Run 1, sequential cells colored by netlist name:
Bar = 20 µm. Other sequential cells in the stronger gray, the rest of the logic in the fainter gray.
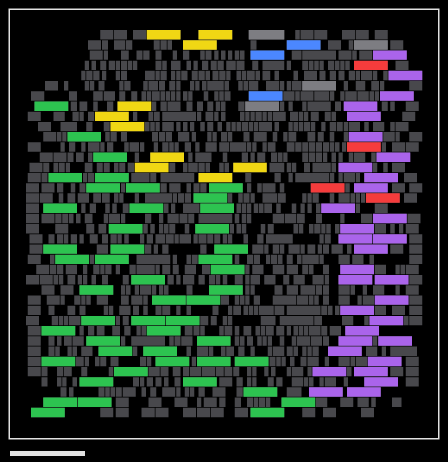
Run 1, clock nets:
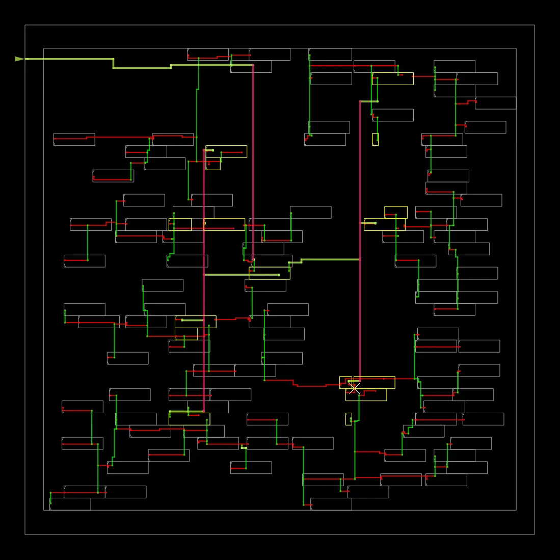
Run 1, signal metal coverage by tile:
The die is cut into 23 by 23 equal tiles; dark purple is low, yellow is high, scaled to the fullest tile. Values are wire area over tile area, all layers added.
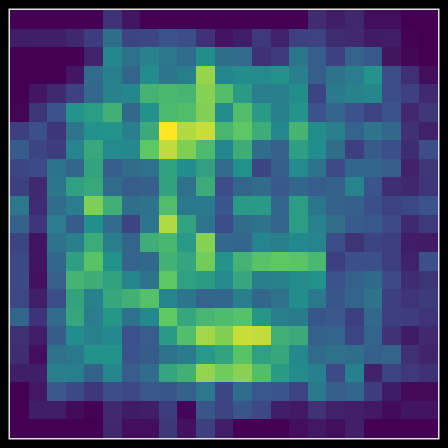
Run 1, metal layers overlaid:
Only two layers are drawn.
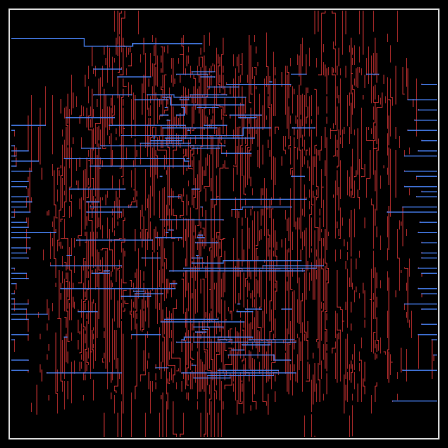
**config.mk**
```make
export PLATFORM = sky130hd
export DESIGN_NAME = fp_mul_result_packer_flat
export DESIGN_NICKNAME = d
export VERILOG_FILES = /design/src/rtl/fp_mul_result_packer_if.sv /design/src/rtl/fp_mul_result_packer.sv /design/src/flat_wrapper.sv
export SDC_FILE = /design/constraint.sdc
export NUM_CORES = 1
export LEC_CHECK = 0
export ABC_AREA = 1
export CAP_MARGIN = 15
export CORE_MARGIN = 4
export CORE_UTILIZATION = 59
export CTS_CLUSTER_SIZE = 10
export DETAILED_ROUTE_END_ITERATION = 8
export PLACE_DENSITY = 0.84
export SYNTH_ARGS = -nofsm -noshare
export SYNTH_HDL_FRONTEND = slang
export SYNTH_SLANG_ARGS = --single-unit
```
**constraint.sdc**
```tcl
create_clock -name clk -period 3.9 [get_ports clk]
set_clock_uncertainty 0.1 [all_clocks]
set_input_delay 0.975 -clock clk [delete_from_list [all_inputs] [get_ports clk]]
set_output_delay 0.975 -clock clk [all_outputs]
set_load 0.005 [all_outputs]
```
**src/rtl/fp_mul_result_packer_if.sv**
```systemverilog
// Handshake bundle between the multiplier analyzers, the result packer and the downstream consumer.
interface fp_mul_result_packer_if #(
    parameter bit IS_DOUBLE = 1'b0
);
    localparam int unsigned EXP_WIDTH  = IS_DOUBLE ? 11 : 8;
    localparam int unsigned MANT_WIDTH = IS_DOUBLE ? 52 : 23;
    localparam int unsigned PW         = 2 * MANT_WIDTH + 2;
    localparam int unsigned WW         = EXP_WIDTH + 2;
    localparam int unsigned RW         = EXP_WIDTH + MANT_WIDTH + 1;

    logic          in_valid;
    logic          in_ready;
    logic          in_sign;
    logic [WW-1:0] in_exp;
    logic [PW-1:0] in_mant;
    logic [3:0]    in_status;
    logic          out_valid;
    logic          out_ready;
    logic [RW-1:0] out_result;
    logic [3:0]    out_flags;

    modport master (
        output in_valid, in_sign, in_exp, in_mant, in_status, out_ready,
        input  in_ready, out_valid, out_result, out_flags
    );

    modport slave (
        input  in_valid, in_sign, in_exp, in_mant, in_status, out_ready,
        output in_ready, out_valid, out_result, out_flags
    );
endinterface

```
**src/rtl/fp_mul_result_packer.sv**
```systemverilog
// FP multiplier output stage: bit-serial normalize, round-to-nearest-even, pack result and flags.
// Define FP_MUL_FTZ_EN to flush subnormal results to zero (no DENORM state).
module fp_mul_result_packer #(
    parameter bit IS_DOUBLE = 1'b0
) (
    input  logic                   clk,
    input  logic                   rst_n,
    fp_mul_result_packer_if.slave  bus
);
    localparam int unsigned EXP_WIDTH  = IS_DOUBLE ? 11 : 8;
    localparam int unsigned MANT_WIDTH = IS_DOUBLE ? 52 : 23;
    localparam int unsigned PW         = 2 * MANT_WIDTH + 2;
    localparam int unsigned WW         = EXP_WIDTH + 2;
    localparam int unsigned RW         = EXP_WIDTH + MANT_WIDTH + 1;
    localparam int unsigned KW         = MANT_WIDTH + 1;

    localparam logic signed [WW-1:0] W_ONE = WW'(1);
    localparam logic signed [WW-1:0] W_MAX = WW'((1 << EXP_WIDTH) - 1);

    localparam logic [2:0] IDLE   = 3'd0;
    localparam logic [2:0] NORM   = 3'd1;
`ifndef FP_MUL_FTZ_EN
    localparam logic [2:0] DENORM = 3'd2;
`endif
    localparam logic [2:0] ROUND  = 3'd3;
    localparam logic [2:0] DONE   = 3'd4;

    logic [2:0]           state_q, state_d;
    logic signed [WW-1:0] w_q, w_d;
    logic [PW-1:0]        p_q, p_d;
    logic                 s_q, s_d;
    logic                 sign_q, sign_d;
    logic                 in_ready_q, in_ready_d;
    logic                 out_valid_q, out_valid_d;
    logic [RW-1:0]        out_result_q, out_result_d;
    logic [3:0]           out_flags_q, out_flags_d;

    // Rounding datapath, consumed only in ROUND
    logic [KW-1:0]        k, k_rnd;
    logic [KW:0]          k_sum;
    logic                 g, t, up, inexact, ovf;
    logic signed [WW-1:0] w_rnd;
    logic [EXP_WIDTH-1:0] e_fld;

    always_comb begin
        k       = p_q[PW-1 -: KW];
        g       = p_q[PW-2-MANT_WIDTH];
        t       = s_q | (|p_q[PW-3-MANT_WIDTH:0]);
        up      = g & (t | k[0]);
        inexact = g | t;
        k_sum   = {1'b0, k} + (KW+1)'(up);
        if (k_sum[KW]) begin
            k_rnd = k_sum[KW:1];
            w_rnd = w_q + W_ONE;
        end else begin
            k_rnd = k_sum[KW-1:0];
            w_rnd = w_q;
        end
        ovf   = (w_rnd >= W_MAX);
        e_fld = k_rnd[MANT_WIDTH] ? w_rnd[EXP_WIDTH-1:0] : '0;
    end

    always_comb begin
        state_d      = state_q;
        w_d          = w_q;
        p_d          = p_q;
        s_d          = s_q;
        sign_d       = sign_q;
        out_result_d = out_result_q;
        out_flags_d  = out_flags_q;

        case (state_q)
            IDLE: begin
                if (bus.in_valid && in_ready_q) begin
                    sign_d = bus.in_sign;
                    w_d    = bus.in_exp + W_ONE;
                    p_d    = bus.in_mant;
                    s_d    = 1'b0;
                    if (|bus.in_status) begin
                        state_d = DONE;
                        // Priority: invalid > nan > inf > zero
                        if (bus.in_status[0] || bus.in_status[3]) begin
                            out_result_d = {1'b0, {EXP_WIDTH{1'b1}}, 1'b1, {(MANT_WIDTH-1){1'b0}}};
                            out_flags_d  = {bus.in_status[0], 3'b000};
                        end else if (bus.in_status[2]) begin
                            out_result_d = {bus.in_sign, {EXP_WIDTH{1'b1}}, {MANT_WIDTH{1'b0}}};
                            out_flags_d  = 4'b0000;
                        end else begin
                            out_result_d = {bus.in_sign, {(RW-1){1'b0}}};
                            out_flags_d  = 4'b0000;
                        end
                    end else begin
                        state_d = NORM;
                    end
                end
            end
            NORM: begin
                if (p_q[PW-1] || (w_q <= W_ONE)) begin
                    if (w_q < W_ONE) begin
`ifdef FP_MUL_FTZ_EN
                        state_d      = DONE;
                        out_result_d = {sign_q, {(RW-1){1'b0}}};
                        out_flags_d  = 4'b0011;
`else
                        state_d = DENORM;
`endif
                    end else begin
                        state_d = ROUND;
                    end
                end else begin
                    p_d = {p_q[PW-2:0], 1'b0};
                    w_d = w_q - W_ONE;
                end
            end
`ifndef FP_MUL_FTZ_EN
            DENORM: begin
                if (w_q == W_ONE) begin
                    state_d = ROUND;
                end else begin
                    s_d = s_q | p_q[0];
                    p_d = {1'b0, p_q[PW-1:1]};
                    w_d = w_q + W_ONE;
                    // Everything shifted out: only the sticky bit remains
                    if (p_q[PW-1:1] == '0) begin
                        w_d     = W_ONE;
                        state_d = ROUND;
                    end
                end
            end
`endif
            ROUND: begin
                state_d = DONE;
                if (ovf) begin
                    out_result_d = {sign_q, {EXP_WIDTH{1'b1}}, {MANT_WIDTH{1'b0}}};
                    out_flags_d  = 4'b0101;
`ifdef FP_MUL_FTZ_EN
                end else if (e_fld == '0) begin
                    out_result_d = {sign_q, {(RW-1){1'b0}}};
                    out_flags_d  = 4'b0011;
`endif
                end else begin
                    out_result_d = {sign_q, e_fld, k_rnd[MANT_WIDTH-1:0]};
                    out_flags_d  = {2'b00, (e_fld == '0) & inexact, inexact};
                end
            end
            DONE: begin
                if (bus.out_ready) begin
                    state_d = IDLE;
                end
            end
            default: state_d = IDLE;
        endcase

        in_ready_d  = (state_d == IDLE);
        out_valid_d = (state_d == DONE);
    end

    always_ff @(posedge clk or negedge rst_n) begin
        if (!rst_n) begin
            state_q      <= IDLE;
            w_q          <= '0;
            p_q          <= '0;
            s_q          <= 1'b0;
            sign_q       <= 1'b0;
            in_ready_q   <= 1'b1;
            out_valid_q  <= 1'b0;
            out_result_q <= '0;
            out_flags_q  <= '0;
        end else begin
            state_q      <= state_d;
            w_q          <= w_d;
            p_q          <= p_d;
            s_q          <= s_d;
            sign_q       <= sign_d;
            in_ready_q   <= in_ready_d;
            out_valid_q  <= out_valid_d;
            out_result_q <= out_result_d;
            out_flags_q  <= out_flags_d;
        end
    end

    assign bus.in_ready   = in_ready_q;
    assign bus.out_valid  = out_valid_q;
    assign bus.out_result = out_result_q;
    assign bus.out_flags  = out_flags_q;
endmodule
```
**src/flat_wrapper.sv**
```systemverilog
// flat-port wrapper written by rule: the top's interface ports become plain ports
module fp_mul_result_packer_flat 
#(
    parameter bit IS_DOUBLE = 1'b0
)
  (clk, rst_n, bus_in_valid, bus_in_sign, bus_in_exp, bus_in_mant, bus_in_status, bus_out_ready, bus_in_ready, bus_out_valid, bus_out_result, bus_out_flags);
  fp_mul_result_packer_if #(.IS_DOUBLE(IS_DOUBLE)) bus_i ();
  input  logic clk;
  input  logic rst_n;
  input wire logic [$bits(bus_i.in_valid)-1:0] bus_in_valid;
  input wire logic [$bits(bus_i.in_sign)-1:0] bus_in_sign;
  input wire logic [$bits(bus_i.in_exp)-1:0] bus_in_exp;
  input wire logic [$bits(bus_i.in_mant)-1:0] bus_in_mant;
  input wire logic [$bits(bus_i.in_status)-1:0] bus_in_status;
  input wire logic [$bits(bus_i.out_ready)-1:0] bus_out_ready;
  output wire logic [$bits(bus_i.in_ready)-1:0] bus_in_ready;
  output wire logic [$bits(bus_i.out_valid)-1:0] bus_out_valid;
  output wire logic [$bits(bus_i.out_result)-1:0] bus_out_result;
  output wire logic [$bits(bus_i.out_flags)-1:0] bus_out_flags;
  assign bus_i.in_valid = bus_in_valid;
  assign bus_i.in_sign = bus_in_sign;
  assign bus_i.in_exp = bus_in_exp;
  assign bus_i.in_mant = bus_in_mant;
  assign bus_i.in_status = bus_in_status;
  assign bus_i.out_ready = bus_out_ready;
  assign bus_in_ready = bus_i.in_ready;
  assign bus_out_valid = bus_i.out_valid;
  assign bus_out_result = bus_i.out_result;
  assign bus_out_flags = bus_i.out_flags;
  fp_mul_result_packer #(.IS_DOUBLE(IS_DOUBLE)) u_core (.clk(clk), .rst_n(rst_n), .bus(bus_i));
endmodule
```
==> results_dict.tcl, run 1 <==
# metrics dict for downstream scripts
set metrics [dict create \
    clkTransAtPathRegs_ps 70 \
    cellLeakagePower_nw 3.57 \
    row_count 38 \
    yosys_cells 907 \
    critPathLaunchType "flip-flop" \
    crit_family "simple AND/OR/NAND/NOR gates" \
    crit_fanout 21 \
    root_buffer "clkbuf_16" \
    postCtsSetupRepairBufs 0 \
    cp_cell_sequence "nand2_1, inv_1, ha_1, nand2_1, nor2_4, nand2_2, inv_2, nand2_4, clkinv_2, nand2_1, nand2_1, nor2_1, nand3_2, nand2_2, inv_2, nand2_1, nand2_1" \
    place_congestion 0.963 \
    hold_slack_ps 381 \
    m1WireLength_um 7700 \
    dp_hpwl_um 12800 \
    grt_max_degree 60 \
    maxPowerGroup "combinational cells" \
    async_reset_ff_share_pct 100 \
    finalPower_w 0.00507 \
    worstSetupPathDepth 17 \
    io_buffers 104 \
    violations "DRC" \
    aoi_share_pct 19.6 \
    setup-violations-final 0 \
    cts_tree "done" \
    crit_type "reg2reg" \
    ctsHoldBuffers 0 \
    max_freq_mhz 344 \
    met1_usage_pct 38.7 \
    seqPwrFrac_pct 36.2 \
    cpMostUsedCell "nand2_1" \
    arrival_ps 3040 \
    final_cell_mix "233 x nand2_1, 103 x clkdlybuf4s50_1, 100 x dfrtp_1" \
    dieArea_um2 13000 \
    initCoreUtil_pct 60.7 \
    reg2regPathDepth 17 \
    hold_viol_final 0 \
    top_cells_by_area "dfrtp_1 38%, nand2_1 13%, inv_1 5.3%" \
    worstHoldPathCells 2 \
    ant_nets 0 \
    fin_setup_tns_ps 0 \
    use_met2_pct 43.1 \
    reg2reg_slack_ps 990 \
    tool_warnings 28 \
    status "finished with violations" \
    htreeDepth 3 \
    slew_violations 0 \
    clk_latency_ps 350 \
    min_to "u_core.bus.out_result[17]" \
    top_cell "nand2_1" \
    yosys_area_um2 6630 \
    slew_headroom_pct 48.6 \
    r2r-end "u_core.bus.out_flags[1]" \
    cp_slowest_stage_delay_ps 480 \
    drc_errors 2 \
    drive_above_1_share_pct 10.1 \
    io_pins 105 \
    max_cap_violations 0 \
    worst_slew_pin_slew_ps 771 \
    synth_top_cell_by_area "dfrtp_1" \
    synthDominantCellAreaShare_pct 37.7 \
    synthCells 907 \
    top_layer "met4" \
    hold_path.startpoint "u_core.bus.out_result[17]" \
    yosysWarnings 0 \
    ir_worst_vdd_uv 382 \
    edf_count 0 \
    pg_clk_w 0.000874 \
    yosys-top-cells-count "233 x nand2_1, 100 x dfrtp_1, 93 x inv_1" \
    grt_antenna_before_repair 0 \
    startpoint "u_core.p_q[23]" \
    yosysUniqueCellTypes 43 \
    top_register "u_core.p_q" \
    synth_area_um2 6630 \
    p_clk_share_pct 17.2 \
    lay_top_count "nand2_1" \
    crit_buf_inv 4 \
    synthXorXnorAreaFrac_pct 2.64 \
    endpoint_kind "flip-flop" \
    viasPerCell 5.71 \
    p_switching_w 0.00233 \
    synthTopLogicFamily "simple AND/OR/NAND/NOR gates" \
    synth-simple-area-share_pct 29.4 \
    drt-initial-drc-count 812 \
    syn_to_final_growth_pct 20.8 \
    die_y_um 114 \
    r2r_start "u_core.p_q[23]" \
    rsz0062_at_grt "false" \
    largest_reg_flops 48 \
    ff_type "dfrtp_1" \
    synth-seq-cells 101 \
    cts.sinks 101 \
    firstDrtPassIters 7 \
    max-clock-path-buffers 2 \
    hold_path_class "reg2reg" \
    grt_pass1_vias 6111 \
    diodes 0 \
    synthMuxAreaShare_pct 0.170 \
    crit_required_ps 4030 \
    endpoint "u_core.bus.out_flags[1]" \
    p_int_w 0.00274 \
    die_w_um 114 \
    slowest_stage "nand2_2" \
    p_comb_w 0.00236 \
    power.share.combinational_pct 46.6 \
    finalCritPeriodShare_pct 74.5 \
    grt_overflow_total 0 \
    nets 1063 \
    grt.busiest_layer "met2" \
    ys_seq_share_pct 38.1 \
    met3_length_um 1420 \
    syn-num-nets 979 \
    syn_area_per_cell_um2 7.31 \
    powerDensity_nw_per_um2 633 \
    grt_pass1_wl_um 28800 \
    core_um2 10900 \
    p_sw_share_pct 46.0 \
    ctsResizeCount 0 \
    route.met2.wl_um 8010 \
    synth-adder-area-share_pct 0.943 \
    use_met3_pct 4.35 \
    layout_min_cycle_time_ps 2910 \
]
-- 'sequential cells colored by netlist name' (at the start) --
[blue] u_core.state_q | sequential cells: 3
[yellow] u_core.w_q | sequential cells: 10
[purple] u_core.bus.out_result | sequential cells: 32 | where: a vertical strip on the right
[green] u_core.p_q | sequential cells: 48
[red] u_core.bus.out_flags | sequential cells: 4
not colored: 4
Reg area: 2530 µm²
post-route core utilization: 73.2%
P_seq: 0.00183 W
Seq/total area: 31.6%

-- 'clock nets' (at the start) --
CLK BUF: 14
CTS Buf Count: 9

-- 'signal metal coverage by tile' (at the start) --
emptiest ninth of the die: lower right
nearly empty tiles: 8.5%
fullest tile: 0.67
densest ninth of the die: center
GR Util All Layers: 27.3%
vias post-DR: 6487
routed len/inst: 15.3 µm
total routed wirelength: 17400 µm

-- 'metal layers overlaid' (at the start) --
[red] metal 2 | wire length: 8010 µm
[blue] metal 3 | wire length: 1420 µm

==> run 1: area by class of cell <==
cell class | instances | area (µm²)
Fill cell | 912 | 2930
Clock inverter | 2 | 16.3
Sequential cell | 101 | 2530
Inverter | 103 | 388
Tap cell | 140 | 175
Clock buffer | 14 | 274
Multi-Input combinational cell | 663 | 3500
Timing Repair Buffer | 113 | 1130
==> run 1: through the flow <==
step / instances / worst slack (ps) / area (µm²)
2_1_floorplan: 907 / 1540 / 6630
5_1_grt: 1136 / 767 / 8010
6_report: 1136 / 993 / 8010
3_3_place_gp: 1120 / 1010 / 7720
3_5_place_dp: 1120 / 886 / 7720
4_1_cts: 1136 / 991 / 8010
Run 1, placement density heat map:
Bar = 20 µm. The die is cut into 11 by 11 equal tiles; dark purple is low, yellow is high, 0 to 100% covered.
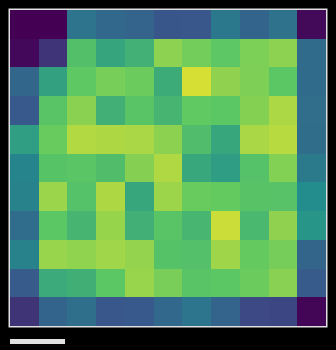

==> inputs of run 2 (changes only) <==
Settings changed: CORE_UTILIZATION 59 to 55, PLACE_DENSITY 0.84 to 0.79.
Clock period 3.9 ns to 3 ns, I/O delays scaled along.
Run 2, placement density heat map:
Bar = 20 µm. The die is cut into 12 by 12 equal tiles; dark purple is low, yellow is high, 0 to 100% covered.
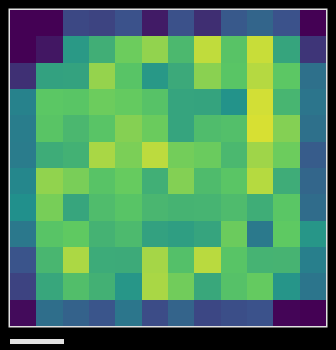
emptiest ninth of the die: upper left
tiles over 75% full: 24%
mean over tiles: 57%
nearly empty tiles: 4.2%
densest ninth of the die: center
fullest tile: 94%
Core Area: 11600 µm²
post-route core utilization: 69.6%
Starting Density: 57.1%

==> run 2 against run 1 <==
  * The flow now finishes without violations
  * Clock power is 36% higher
  * Critical path depth increased by 1
  * Utilization is 3.7 points lower
  * First-iteration DRC count down 11%
==> results_dict.tcl, run 2 <==
# metrics dict for downstream scripts
set metrics [dict create \
    cts_made_buffers 9 \
    drt-initial-drc-count 726 \
    seq_cell_count 101 \
    seqPwrFrac_pct 35.4 \
    synth_area_um2 6630 \
    grt.busiest_layer "met2" \
    synth-adder-area-share_pct 0.943 \
    use_met2_pct 39.3 \
    dpl_cell_area_um2 7780 \
    yosys_cells 907 \
    use_met3_pct 3.51 \
    nets 1067 \
    p_clk_share_pct 17.7 \
    critPathLaunchType "flip-flop" \
    finalPower_w 0.00673 \
    tool_warnings 28 \
    diodes 0 \
    ir_worst_vdd_uv 454 \
    grt_antenna_before_repair 0 \
    place_ws_ps 202 \
    place_congestion 0.963 \
    clk_latency_ps 360 \
    firstDrtPassIters 5 \
    crit_type "reg2reg" \
    ant_nets 0 \
    top_register "u_core.p_q" \
    vias 6500 \
    comb-cell-share_pct 43.3 \
    viasPerCell 5.69 \
    met3_length_um 1170 \
    die_y_um 118 \
    fillers 977 \
    worst_slew_pin_slew_ps 600 \
    ff_latch_area_um2 2530 \
    slowest_stage "dfrtp_1" \
    cts.sinks 101 \
    drive_above_1_share_pct 10.7 \
    setup-violations-final 0 \
    postCtsSetupRepairBufs 0 \
    fin_setup_tns_ps 0 \
    synth-simple-area-share_pct 29.4 \
    grt_usage_pct 25.3 \
    row_count 39 \
    grt_pass1_vias 5980 \
    hold_path_class "in2async" \
    cp_cell_sequence "nand2_1, inv_1, ha_1, nand2_1, nor2_4, nand2_2, inv_2, nand2_4, clkinv_2, nand2_1, nand2_1, nor2_1, nand3_2, nand2_2, buf_12, inv_2, nand3_1, nand2_1" \
    io_buffers 104 \
    max_cap_violations 0 \
    drc_errors 0 \
    ff_type "dfrtp_1" \
    m1WireLength_um 8120 \
    top_layer "met4" \
    top_cell "nand2_1" \
    largestClassByArea "multi-input combinational cells" \
    async_reset_ff_share_pct 100 \
    rsz0062_at_grt "false" \
    synthMuxAreaShare_pct 0.170 \
    clkTransAtPathRegs_ps 70 \
    p_int_w 0.00366 \
    pg_seq_w 0.00239 \
    synthDominantCellAreaShare_pct 37.7 \
    fin_ws_ps 382 \
    wirelength_um 17600 \
    grt_max_degree 59 \
    crit_buf_inv 5 \
    crit_fanout 21 \
    nClkBuffers 10 \
    multiInputGateArea_um2 3500 \
    endpoint_kind "flip-flop" \
    instances_no_fill 1143 \
    maxPowerGroup "combinational cells" \
    slew_headroom_pct 59.8 \
    pg_clk_w 0.00119 \
    top_cells_by_area "dfrtp_1 38%, nand2_1 13%, inv_1 5.3%" \
    yosys_area_um2 6630 \
    max_freq_mhz 382 \
    status "complete, no violations" \
    max-clock-path-buffers 2 \
    p_sw_share_pct 45.6 \
    met1_usage_pct 36.2 \
    crit_required_ps 3150 \
    ys_seq_share_pct 38.1 \
    crit_family "simple AND/OR/NAND/NOR gates" \
    largest_reg_flops 48 \
    synth-seq-cells 101 \
    powerDensity_nw_per_um2 833 \
    yosys-top-cells-count "233 x nand2_1, 100 x dfrtp_1, 93 x inv_1" \
    nWellTaps 143 \
    cpMostUsedCell "nand2_1" \
    ctsHoldBuffers 0 \
    syn_area_per_cell_um2 7.31 \
    dieArea_um2 13900 \
    finalCritPeriodShare_pct 87.3 \
    synthTopLogicFamily "simple AND/OR/NAND/NOR gates" \
    stdcell_area_um2 8080 \
    htreeDepth 3 \
    clock_cell_area_share_pct 3.72 \
    buf_share_pct 14.7 \
    cts_tree "done" \
    sh_seq_area_pct 31.3 \
    slew_violations 0 \
    final_cell_mix "233 x nand2_1, 103 x clkdlybuf4s50_1, 100 x dfrtp_1" \
    synth_top_cell_by_area "dfrtp_1" \
    yosysWarnings 0 \
    syn-num-nets 979 \
    cellLeakagePower_nw 3.61 \
    arrival_ps 2770 \
    dp_cells 1127 \
    hold_viol_final 0 \
    logic_gates 663 \
    p_switching_w 0.00307 \
    power.share.combinational_pct 46.9 \
    grt_pass1_wl_um 29200 \
    hold_slack_ps 165 \
    aoi_share_pct 19.6 \
    avgRoutedWirePerCell_um 15.4 \
    synthCells 907 \
    grt_overflow_total 0 \
    lay_top_count "nand2_1" \
    root_buffer "clkbuf_16" \
]
## run 2: cell counts after synthesis
No cell type changed its count.
## run 2: worst paths after layout
path / slack, ps / depth (start not counted) / from / endpoint
max in group asynchronous: 1980 / 2 / rst_n / u_core.bus.in_ready
setup reg to reg: 380 / 18 / u_core.p_q[23] / u_core.bus.out_result[1]
hold / removal: 170 / 1 / rst_n / u_core.bus.out_result[5]
setup / recovery: 380 / 18 / u_core.p_q[23] / u_core.bus.out_result[1]
min in group clk: 380 / 2 / u_core.bus.out_result[9] / u_core.bus.out_result[9]
hold reg to reg: 380 / 2 / u_core.bus.out_result[9] / u_core.bus.out_result[9]
Power and IR drop assume default switching activity.
